run_1/cell_classes.png
Scale bar: 50 um.
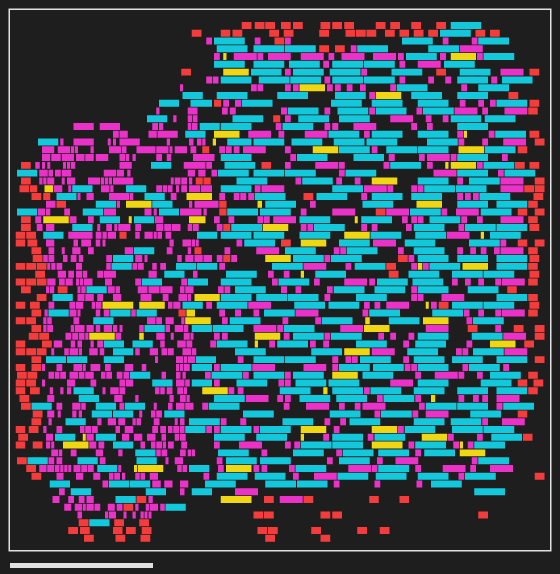
run_1/final_clocks.png
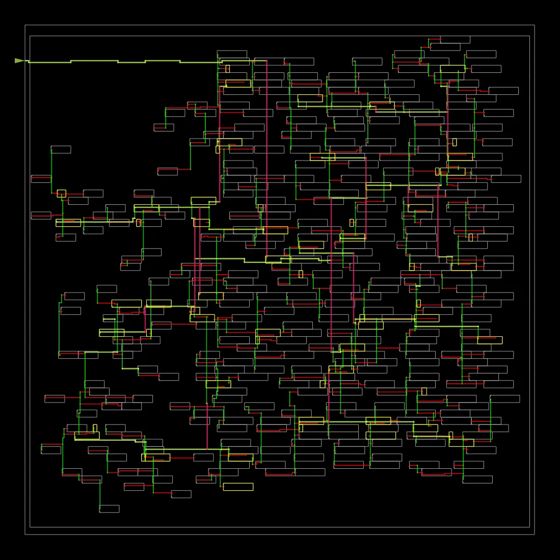
run_1/clock_map.png
Scale bar: 50 um.
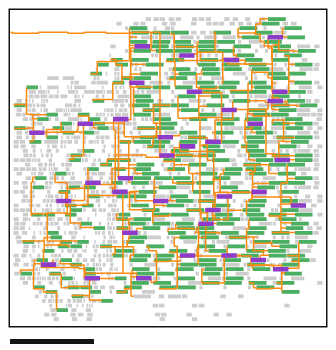
run_1/gate_families.png
Scale bar: 50 um.
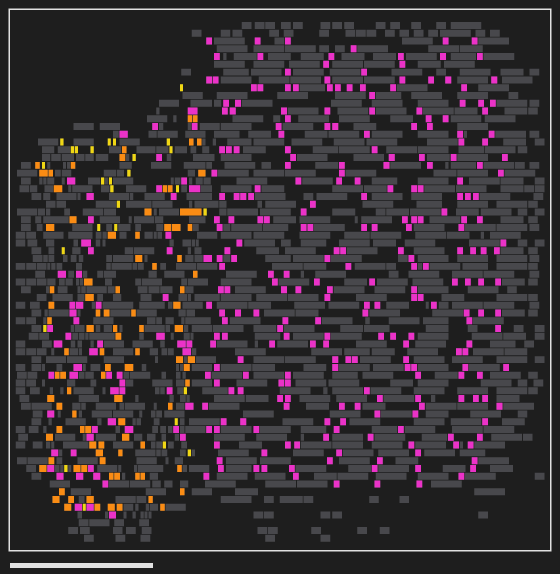
==> src/rtl/fetch_pkg.sv <==
// Shared types and defaults for the pipelined prefetching fetch unit.
package fetch_pkg;

   localparam int unsigned DefDataWidth = 32;
   localparam int unsigned DefAddrWidth = 32;
   localparam logic [DefAddrWidth-1:0] DefStartAddr = 32'hFFFF_FFFF;
   localparam int unsigned DefPcStep = 1;

   typedef struct packed {
      logic [DefAddrWidth-1:0] pc;
      logic [DefDataWidth-1:0] inst;
   } fetch_entry_t;

   typedef enum logic [0:0] {StRun, StDrain} fetch_state_e;

   function automatic int unsigned cnt_width(input int unsigned n);
      return $clog2(n + 1);
   endfunction

endpackage

==> src/rtl/fetch_prefetch_if.sv <==
// Cache request/response, decode handshake and redirect signals of the fetch unit.
interface fetch_prefetch_if #(
   parameter int unsigned DATA_WIDTH = 32,
   parameter int unsigned ADDR_WIDTH = 32
);
   logic                  inst_req;
   logic [ADDR_WIDTH-1:0] inst_addr;
   logic                  inst_ready;
   logic                  inst_valid;
   logic [DATA_WIDTH-1:0] inst_data;
   logic                  out_valid;
   logic                  out_ready;
   logic [DATA_WIDTH-1:0] inst;
   logic [ADDR_WIDTH-1:0] pc;
   logic                  redirect_valid;
   logic [ADDR_WIDTH-1:0] redirect_pc;
   logic                  busy;

   modport master (
      output inst_req, inst_addr, out_valid, inst, pc, busy,
      input  inst_ready, inst_valid, inst_data, out_ready, redirect_valid, redirect_pc
   );

   modport slave (
      input  inst_req, inst_addr, out_valid, inst, pc, busy,
      output inst_ready, inst_valid, inst_data, out_ready, redirect_valid, redirect_pc
   );
endinterface

==> src/rtl/fetch_queue.sv <==
// Synchronous FIFO of fetch entries; clear wins over push and pop.
module fetch_queue
   import fetch_pkg::*;
#(
   parameter int unsigned DEPTH = 4,
   parameter type entry_t = fetch_entry_t,
   localparam int unsigned CntW = cnt_width(DEPTH)
) (
   input  logic            clk,
   input  logic            rst,
   input  logic            clear,
   input  logic            push,
   input  entry_t          push_data,
   input  logic            pop,
   output entry_t          head,
   output logic [CntW-1:0] count,
   output logic            full,
   output logic            empty
);

   localparam int unsigned PtrW = $clog2(DEPTH);

   entry_t            mem_q [DEPTH];
   logic [PtrW-1:0]   wr_q, rd_q;
   logic [CntW-1:0]   count_q;
   logic              do_push, do_pop;

   assign full    = (count_q == CntW'(DEPTH));
   assign empty   = (count_q == '0);
   assign do_push = push && !full;
   assign do_pop  = pop && !empty;
   assign head    = mem_q[rd_q];
   assign count   = count_q;

   always_ff @(posedge clk) begin
      if (rst) begin
         wr_q    <= '0;
         rd_q    <= '0;
         count_q <= '0;
         for (int i = 0; i < DEPTH; i++) mem_q[i] <= '0;
      end else if (clear) begin
         wr_q    <= '0;
         rd_q    <= '0;
         count_q <= '0;
      end else begin
         if (do_push) begin
            mem_q[wr_q] <= push_data;
            wr_q        <= wr_q + 1'b1;
         end
         if (do_pop) rd_q <= rd_q + 1'b1;
         count_q <= count_q + CntW'(do_push) - CntW'(do_pop);
      end
   end

endmodule

==> src/rtl/fetch_prefetch.sv <==
// Fetch unit with several cache requests in flight and a prefetch queue toward decode.
module fetch_prefetch
   import fetch_pkg::*;
#(
   parameter int unsigned DATA_WIDTH = DefDataWidth,
   parameter int unsigned ADDR_WIDTH = DefAddrWidth,
   parameter logic [ADDR_WIDTH-1:0] START_ADDR = ADDR_WIDTH'(DefStartAddr),
   parameter int unsigned FIFO_DEPTH = 4,
   parameter int unsigned MAX_OUTSTANDING = 2,
   parameter int unsigned PC_STEP = DefPcStep
) (
   input logic              clk,
   input logic              rst,
   fetch_prefetch_if.master bus
);

   localparam int unsigned CW = cnt_width(FIFO_DEPTH);
   localparam logic [ADDR_WIDTH-1:0] Step = ADDR_WIDTH'(PC_STEP);

   typedef struct packed {
      logic [ADDR_WIDTH-1:0] pc;
      logic [DATA_WIDTH-1:0] inst;
   } prefetch_entry_t;

   logic [ADDR_WIDTH-1:0] fetch_pc_q, fetch_pc_d, resp_pc_q, resp_pc_d;
   logic [CW-1:0]         out_q, out_d, drop_q, drop_d, q_count;
   logic [CW+1:0]         used;
   fetch_state_e          state_q, state_d;
   logic                  req, accept, push, pop, clear, q_full, q_empty, draining;
   prefetch_entry_t       head;

   // Every issued request already owns a queue slot, so responses are never refused.
   assign used   = (CW+2)'(out_q) + (CW+2)'(drop_q) + (CW+2)'(q_count);
   assign req    = !rst && (out_q < CW'(MAX_OUTSTANDING)) && (used < (CW+2)'(FIFO_DEPTH))
                   && !q_full;
   assign accept = req && bus.inst_ready;

   always_comb begin
      fetch_pc_d = fetch_pc_q;
      resp_pc_d  = resp_pc_q;
      out_d      = out_q;
      drop_d     = drop_q;
      push       = 1'b0;
      pop        = 1'b0;
      clear      = 1'b0;
      if (bus.redirect_valid) begin
         clear      = 1'b1;
         fetch_pc_d = bus.redirect_pc;
         resp_pc_d  = bus.redirect_pc;
         out_d      = '0;
         drop_d     = drop_q + out_q + CW'(accept) - CW'(bus.inst_valid);
      end else begin
         if (accept) fetch_pc_d = fetch_pc_q + Step;
         if (bus.inst_valid) begin
            if (drop_q != '0) begin
               drop_d = drop_q - 1'b1;
            end else begin
               push      = 1'b1;
               resp_pc_d = resp_pc_q + Step;
            end
         end
         out_d = out_q + CW'(accept) - CW'(push);
         pop   = !q_empty && bus.out_ready;
      end
   end

   always_ff @(posedge clk) begin
      if (rst) begin
         fetch_pc_q <= START_ADDR;
         resp_pc_q  <= START_ADDR;
         out_q      <= '0;
         drop_q     <= '0;
      end else begin
         fetch_pc_q <= fetch_pc_d;
         resp_pc_q  <= resp_pc_d;
         out_q      <= out_d;
         drop_q     <= drop_d;
      end
   end

   // Status FSM: DRAIN exactly while stale responses remain to be discarded.
   always_ff @(posedge clk) begin
      if (rst) state_q <= StRun;
      else     state_q <= state_d;
   end

   always_comb begin
      state_d = state_q;
      unique case (state_q)
         StRun:   if (bus.redirect_valid && drop_d != '0) state_d = StDrain;
         StDrain: if (drop_d == '0) state_d = StRun;
      endcase
   end

   always_comb begin
      draining = (state_q == StDrain);
   end

   fetch_queue #(
      .DEPTH   (FIFO_DEPTH),
      .entry_t (prefetch_entry_t)
   ) u_queue (
      .clk       (clk),
      .rst       (rst),
      .clear     (clear),
      .push      (push),
      .push_data ({resp_pc_q, bus.inst_data}),
      .pop       (pop),
      .head      (head),
      .count     (q_count),
      .full      (q_full),
      .empty     (q_empty)
   );

   assign bus.inst_req  = req;
   assign bus.inst_addr = fetch_pc_q;
   assign bus.out_valid = !q_empty;
   assign bus.inst      = head.inst;
   assign bus.pc        = head.pc;
   assign bus.busy      = (out_q != '0) || draining;

endmodule

==> src/flat_wrapper.sv <==
// flat-port wrapper written by rule: the top's interface ports become plain ports
module fetch_prefetch_flat import fetch_pkg::*;
#(
   parameter int unsigned DATA_WIDTH = DefDataWidth,
   parameter int unsigned ADDR_WIDTH = DefAddrWidth,
   parameter logic [ADDR_WIDTH-1:0] START_ADDR = ADDR_WIDTH'(DefStartAddr),
   parameter int unsigned FIFO_DEPTH = 4,
   parameter int unsigned MAX_OUTSTANDING = 2,
   parameter int unsigned PC_STEP = DefPcStep
)
  (clk, rst, bus_inst_req, bus_inst_addr, bus_out_valid, bus_inst, bus_pc, bus_busy, bus_inst_ready, bus_inst_valid, bus_inst_data, bus_out_ready, bus_redirect_valid, bus_redirect_pc);
  fetch_prefetch_if #(.DATA_WIDTH(DATA_WIDTH), .ADDR_WIDTH(ADDR_WIDTH)) bus_i ();
  input logic clk;
  input logic rst;
  output wire logic [$bits(bus_i.inst_req)-1:0] bus_inst_req;
  output wire logic [$bits(bus_i.inst_addr)-1:0] bus_inst_addr;
  output wire logic [$bits(bus_i.out_valid)-1:0] bus_out_valid;
  output wire logic [$bits(bus_i.inst)-1:0] bus_inst;
  output wire logic [$bits(bus_i.pc)-1:0] bus_pc;
  output wire logic [$bits(bus_i.busy)-1:0] bus_busy;
  input wire logic [$bits(bus_i.inst_ready)-1:0] bus_inst_ready;
  input wire logic [$bits(bus_i.inst_valid)-1:0] bus_inst_valid;
  input wire logic [$bits(bus_i.inst_data)-1:0] bus_inst_data;
  input wire logic [$bits(bus_i.out_ready)-1:0] bus_out_ready;
  input wire logic [$bits(bus_i.redirect_valid)-1:0] bus_redirect_valid;
  input wire logic [$bits(bus_i.redirect_pc)-1:0] bus_redirect_pc;
  assign bus_inst_req = bus_i.inst_req;
  assign bus_inst_addr = bus_i.inst_addr;
  assign bus_out_valid = bus_i.out_valid;
  assign bus_inst = bus_i.inst;
  assign bus_pc = bus_i.pc;
  assign bus_busy = bus_i.busy;
  assign bus_i.inst_ready = bus_inst_ready;
  assign bus_i.inst_valid = bus_inst_valid;
  assign bus_i.inst_data = bus_inst_data;
  assign bus_i.out_ready = bus_out_ready;
  assign bus_i.redirect_valid = bus_redirect_valid;
  assign bus_i.redirect_pc = bus_redirect_pc;
  fetch_prefetch #(.DATA_WIDTH(DATA_WIDTH), .ADDR_WIDTH(ADDR_WIDTH), .START_ADDR(START_ADDR), .FIFO_DEPTH(FIFO_DEPTH), .MAX_OUTSTANDING(MAX_OUTSTANDING), .PC_STEP(PC_STEP)) u_core (.clk(clk), .rst(rst), .bus(bus_i));
endmodule
==> config.mk <==
export PLATFORM = sky130hd
export DESIGN_NAME = fetch_prefetch_flat
export DESIGN_NICKNAME = d
export VERILOG_FILES = /design/src/rtl/fetch_pkg.sv /design/src/rtl/fetch_prefetch_if.sv /design/src/rtl/fetch_queue.sv /design/src/rtl/fetch_prefetch.sv /design/src/flat_wrapper.sv
export SDC_FILE = /design/constraint.sdc
export NUM_CORES = 1
export LEC_CHECK = 0
export ABC_CLOCK_PERIOD_IN_PS = 9400
export CORE_MARGIN = 1.5
export CORE_UTILIZATION = 45
export CTS_CLUSTER_SIZE = 24
export DETAILED_ROUTE_END_ITERATION = 8
export PLACE_DENSITY = 0.66
export SYNTH_ARGS = -nofsm -noshare
export SYNTH_HDL_FRONTEND = slang
export SYNTH_HIERARCHICAL = 1
export SYNTH_SLANG_ARGS = --single-unit
==> constraint.sdc <==
create_clock -name clk -period 9.4 [get_ports clk]
set_clock_uncertainty 0.1 [all_clocks]
set_input_delay 2.35 -clock clk [delete_from_list [all_inputs] [get_ports clk]]
set_output_delay 2.35 -clock clk [all_outputs]
set_load 0.02 [all_outputs]
==> flow.log, run 1 <==
[flow] summary of implementation run
[metrics] status: finished clean
[metrics] flip-flops with a built-in enable: between 200 and 300
[metrics] Most common cell on crit path: sky130_fd_sc_hd__clkdlybuf4s50_1
[metrics] Post-layout nets: between 1,000 and 1,500
[metrics] xor-xnor portion of the synthesized cell area: under 10%
[metrics] pwr dens: 198 nW/um^2
[metrics] clock edge transition at the registers on the reported setup and hold paths: roughly 0.060 ns
[metrics] post-synthesis share of cell area spent on full adders, half adders and majority gates: between 2 and 2.5%
[metrics] IO Port Bufs: around 170
[metrics] # DRC: 0
[metrics] critical-path maximum fanout: approximately 40
[metrics] Total Routed Length: between 30 and 40 mm
[metrics] number of violations reported at the end of detailed-routing iteration 0: approximately 660
[metrics] area reported by Yosys stat: about 16,000 sq um
[metrics] clock period minus worst slack: 6.91 ns
[metrics] placed insts: about 1,700
[metrics] synth cell count leaders: sky130_fd_sc_hd__and2_1 (263), sky130_fd_sc_hd__edfxtp_1 (256), sky130_fd_sc_hd__dfxtp_1 (80), sky130_fd_sc_hd__mux4_2 (64), sky130_fd_sc_hd__nor2_1 (50)
[metrics] type of the tightest min-delay check: flop to flop
[metrics] destination of the worst register-to-register timing path: u_core/u_queue/mem_q[2][51]
[metrics] count of buffers added by post-CTS timing repair for setup: 0
[metrics] cell area after placement: between 15,000 and 20,000 sq um
[metrics] cell at the root of the clock tree: sky130_fd_sc_hd__clkbuf_16
[metrics] Crit path required time: between 6 and 7 ns
[metrics] ratio of cells with drive above 1 in the final layout: 11.1%
[metrics] global-route wire length before repair: about 55 mm
[metrics] number of placement rows: 67
[metrics] number of pins with negative max-slew slack in the final report: 0
[metrics] transition at the pin with the smallest max-transition slack: slightly above 1 ns
[metrics] Die X-Extent: around 190 um
[metrics] non-filler cells, final: approximately 1,800
[metrics] register area share after synthesis: roughly three fifths
[metrics] yosys aoi share: 4.01%
[metrics] clk sink count: between 300 and 400
[metrics] antenna violations before repair: 1
[metrics] global route total overflow: 0
[metrics] setup repair after global routing missed its margin: false
[metrics] die span in y: between 150 and 200 um
[metrics] critical path's largest stage delay: approximately 0.72 ns
[metrics] area of the mapped netlist: 15,600 sq um
[metrics] relative area change from synthesis to final layout: 20.2%
[metrics] GP Congestion: about 0.84
## Picture notes: cell_classes.png
[yellow] clock drivers and dummy loads | cells: 62
[red] other buffers and delay cells | cells: 182
[cyan] flip-flops | cells: 336
[magenta] all other logic | cells: 764
post-route cell area: 18,700 sq um
final core occ: 55.4%
CORE AREA: 33,800 sq um
flip-flop and latch share of the layout cell area: 49.6%

## Picture notes: final_clocks.png
CLK BUF: 42
Num CTS Buffers: 36

## Picture notes: clock_map.png
[orange] clock wires | length: 3,970 um
[green] flip-flops | count: 336
[purple] cells driving clock nets | count: 36
flops lie: widely spread
routed clock nets: 37
clock share of power: 36.4%
power in the clock group: 1.35 mW
clock network latency to the later pin of the worst-skew pair: 0.51 ns

## Picture notes: gate_families.png
[yellow] inverters | cells: 28
[orange] inverting AOI/OAI gates | cells: 93
[magenta] AND and OR gates | cells: 321 | where: widely spread

## run 1: where the power goes
group	internal (mW)	leakage [nW]	switching, mW
clock network	0.786	0.545	0.559
registers	1.69	3.31	0.0672
logic	0.263	2.90	0.328
## run 1: stage by stage
step / total power [mW] / setup WS, ns
after floorplan: 2.16 / 0.755
after global placement: 2.38 / 2.48
after detailed placement: 2.39 / 2.40
after CTS: 3.74 / 2.48
after global routing: 3.86 / 2.41
final: 3.70 / 2.49
## run 1: worst max path at each step
stage / end / startpoint / cells past startpoint / slack [ns]
3_3_place_gp: u_core/u_queue/mem_q[2][55] / bus_inst_valid / 8 / 2.48
4_1_cts: bus_inst_req / rst / 5 / 2.48
3_5_place_dp: u_core/u_queue/mem_q[2][55] / bus_inst_valid / 8 / 2.40
2_1_floorplan: u_core/u_queue/mem_q[3][0] / bus_inst_valid / 5 / 0.76
5_1_grt: bus_inst_req / rst / 5 / 2.41
6_report: bus_inst_req / rst / 5 / 2.49
## run 1: flip-flops by register name, indices dropped and copies added, names as in the netlist, named ones only
| name | cells |
|---|---|
| u_core/u_queue/wr_q | 2 |
| u_core/out_q | 3 |
| u_core/bus.inst_addr | 32 |
| u_core/drop_q | 3 |
| u_core/u_queue/count | 3 |
| u_core/u_queue/rd_q | 2 |
| u_core/resp_pc_q | 32 |
| u_core/draining | 1 |
| u_core/u_queue/mem_q | 256 |
## run 1: placed cells by master, fill, tap and decap left out, drive strengths merged, types with 4 or more instances in the layout
| cell type | count |
|---|---|
| a211oi | 6 |
| a21oi | 28 |
| a311oi | 6 |
| a31oi | 18 |
| and2 | 263 |
| and3 | 9 |
| and4 | 13 |
| buf | 14 |
| clkbuf | 42 |
| clkdlybuf4s50 | 168 |
| clkinv | 15 |
| dfxtp | 80 |
| edfxtp | 256 |
| fa | 7 |
| ha | 14 |
| inv | 30 |
| mux2i | 4 |
| mux4 | 64 |
| nand2 | 32 |
| nand2b | 13 |
| nand3 | 22 |
| nand4 | 12 |
| nor2 | 51 |
| nor2b | 4 |
| nor3 | 25 |
| nor3b | 9 |
| nor4 | 22 |
| nor4b | 4 |
| o21ai | 14 |
| o31ai | 12 |
| or2 | 8 |
| or3 | 10 |
| or4 | 13 |
| xnor2 | 25 |
| xor2 | 7 |
## run 1: area by class of cell
| type | instances | area (sq um) |
|---|---|---|
| tap | 448 | 561 |
| multi-input combinational | 736 | 5870 |
| clock buffer | 42 | 923 |
| sequential | 336 | 9290 |
| timing repair buffer | 182 | 1790 |
| fill | 2764 | 15100 |
| antenna | 1 | 2.50 |
| inverter | 28 | 105 |
| clock inverter | 20 | 184 |
## run 1: per-layer routing
metal	track usage, %	share of wire (%)	up-vias
met5	0	0	-
met4	4.46	1.2	0
met3	2.65	5.8	35
met2	32.1	47	293
met1	28.4	46	4780
li1	-	-	4616
## run 1: tightest hold or removal path, stage by stage (launching register included)
cell,delay [ns]
sky130_fd_sc_hd__dfxtp_1,0.31
sky130_fd_sc_hd__o21ai_0,0.06
sky130_fd_sc_hd__a21oi_1,0.07
run_1/pdn.png
Pins as bars on the die edge. Tap cells in gray.
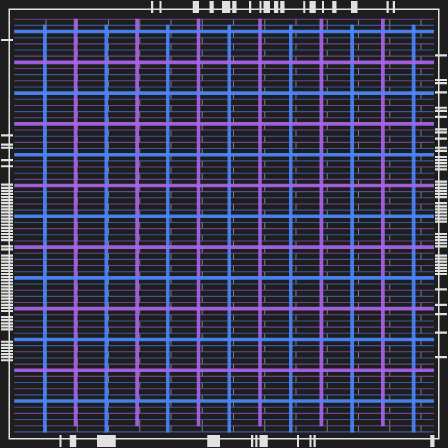

## Run 2: what changed since run 1
--- a/config.mk
+++ b/config.mk
@@ -5,12 +5,12 @@
 export SDC_FILE = /design/constraint.sdc
 export NUM_CORES = 1
 export LEC_CHECK = 0
-export ABC_CLOCK_PERIOD_IN_PS = 9400
+export ABC_CLOCK_PERIOD_IN_PS = 6200
 export CORE_MARGIN = 1.5
 export CORE_UTILIZATION = 45
 export CTS_CLUSTER_SIZE = 24
 export DETAILED_ROUTE_END_ITERATION = 8
-export PLACE_DENSITY = 0.66
+export PLACE_DENSITY = 0.68
 export SYNTH_ARGS = -nofsm -noshare
 export SYNTH_HDL_FRONTEND = slang
 export SYNTH_HIERARCHICAL = 1
==> constraint.sdc (replaced) <==
create_clock -name clk -period 6.2 [get_ports clk]
set_clock_uncertainty 0.1 [all_clocks]
set_input_delay 1.55 -clock clk [delete_from_list [all_inputs] [get_ports clk]]
set_output_delay 1.55 -clock clk [all_outputs]
set_load 0.02 [all_outputs]
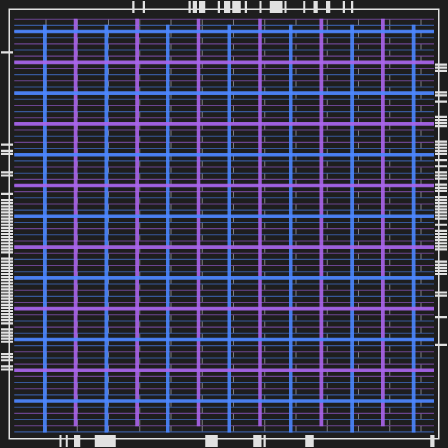
run_2/pdn.png
Pins as bars on the die edge. Tap cells in gray.
[blue] VSS
[purple] VDD
met5 straps: 13
signal pins: 169
tap cells: 448
rows: 67

==> flow.log, run 2 <==
[flow] summary of implementation run
[metrics] final core occ: 56.0% (was 55.4%)
[metrics] proportion of power drawn by combinational gates: 15.8% (was 16.0%)
[metrics] Total Routed Length: 35.1 mm (was 34.8 mm)
[metrics] status: finished clean (unchanged)
[metrics] pwr dens: 303 nW/um^2 (was 198 nW/um^2)
[metrics] flip-flops with a built-in enable: 256 (unchanged)
[metrics] min setup slack post-route: 0.896 ns (was 2.49 ns)
[metrics] placed insts: 1,734 (was 1,730)
[metrics] logic area: 5870 sq um (unchanged)
[metrics] number of violations reported at the end of detailed-routing iteration 0: 506 (was 656)
[metrics] GP Congestion: 0.894 (was 0.844)
[metrics] critical path's largest stage delay: 0.73 ns (was 0.72 ns)
[metrics] net switching power of the design: 1.47 mW (was 0.955 mW)
[metrics] critical-path maximum fanout: 6 (was 41)
[metrics] flip-flop count of the largest register after layout: 256 (unchanged)
[metrics] die span in y: 189 um (unchanged)
[metrics] cell at the root of the clock tree: sky130_fd_sc_hd__clkbuf_16 (unchanged)
[metrics] type of the tightest min-delay check: flop to flop (unchanged)
[metrics] register area share after synthesis: 59.6% (unchanged)
[metrics] count of buffers added by post-CTS timing repair for setup: 0 (unchanged)
[metrics] ratio of cells with drive above 1 in the final layout: 11.7% (was 11.1%)
[metrics] Post-layout nets: 1,416 (was 1,411)
[metrics] relative area change from synthesis to final layout: 21.4% (was 20.2%)
[metrics] transition at the pin with the smallest max-transition slack: 0.993 ns (was 1.02 ns)
[metrics] most flop-heavy register: u_core/u_queue/mem_q (unchanged)
[metrics] synth cell count leaders: sky130_fd_sc_hd__and2_1 (263), sky130_fd_sc_hd__edfxtp_1 (256), sky130_fd_sc_hd__dfxtp_1 (80), sky130_fd_sc_hd__mux4_2 (64), sky130_fd_sc_hd__nor2_1 (50) (unchanged)
[metrics] leading cell types in the layout, fill and taps excluded: sky130_fd_sc_hd__and2_1 (263), sky130_fd_sc_hd__edfxtp_1 (256), sky130_fd_sc_hd__clkdlybuf4s50_1 (168) (unchanged)
[metrics] area of the mapped netlist: 15,600 sq um (unchanged)
[metrics] Crit path required time: 4.55 ns (was 6.95 ns)
[metrics] global-route wire length before repair: 54.9 mm (was 55.0 mm)
[metrics] Register Area: 9290 sq um (unchanged)
[metrics] number of pins with negative max-slew slack in the final report: 0 (unchanged)
[metrics] clk sink count: 336 (unchanged)
[metrics] antenna violations before repair: 0 (was 1)
[metrics] sequential group share of total power: 46.5% (was 47.6%)
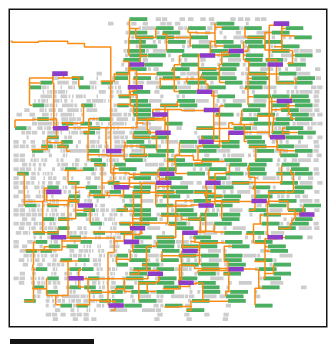
run_2/clock_map.png
Scale bar: 50 um.
[orange] clock wires | length: 4,030 um
[purple] cells driving clock nets | count: 37
[green] flip-flops | count: 336
routed clock nets: 38
flops lie: widely spread
clock network latency to the later pin of the worst-skew pair: 0.52 ns
clock share of power: 37.7%
power in the clock group: 2.16 mW

==> run 2: final timing paths <==
check | startpoint | endpoint | cells after the start
hold reg to reg | u_core/u_queue/rd_q[1] | flop | 2
setup reg to reg | u_core/drop_q[2] | u_core/draining | 14
hold / removal | u_core/u_queue/rd_q[1] | flop | 2
setup / recovery | u_core/u_queue/count[1] | bus_inst_req | 7
==> run 2: cells by family (layout without fill, tap and decap cells) <==
family | count (synthesis) | count (layout) | synth area share [%]
compound gates | 98 | 98 | 4.01
xor+xnor | 32 | 32 | 1.80
simple gates | 516 | 516 | 20.0
other cells | 0 | 1 | 0
mux | 69 | 69 | 9.59
buf+inv | 98 | 278 | 2.89
fa+ha+maj | 21 | 21 | 2.02
flops | 336 | 336 | 59.6
==> run 2: layout make-up <==
class                      count  area share, %
sequential                   336           49.2
multi-input combinational    736           31.0
timing repair buffer         186           9.94
clock buffer                  44           5.15
tap                          448           2.97
clock inverter                20           1.17
inverter                      28          0.556
antenna                        1         0.0132
==> run 2: tightest hold or removal path: stages, from the launching register on <==
cell,delay (ns)
sky130_fd_sc_hd__dfxtp_1,0.31
sky130_fd_sc_hd__o21ai_0,0.06
sky130_fd_sc_hd__a21oi_1,0.07
==> run 2: through the flow <==
stage / hold slack (ns) / instance area (sq um)
floorplan: 0.356 / 15600
global placement: 0.369 / 17700
detailed placement: 0.375 / 17700
CTS: 0.395 / 18900
global route: 0.423 / 18900
finish: 0.392 / 18900
==> run 2: per-layer routing <==
layer  routed length [um]  part of all wire, %  GRT usage, %
met5                    0                    0             0
met3                 1940                  5.5          2.95
met4                  471                  1.3          4.30
met1                15800                   45          27.8
met2                16900                   48          32.3
==> run 2: power groups by stage <==
stage	sequential, mW	combinational (mW)	clock, mW
3_5_place_dp	2.72	0.902	0
4_1_cts	2.67	0.910	2.22
6_report	2.67	0.904	2.16
3_3_place_gp	2.71	0.892	0
5_1_grt	2.69	0.994	2.29
2_1_floorplan	2.70	0.568	0
Power figures rest on the tool's default switching activity, not on a simulated workload.
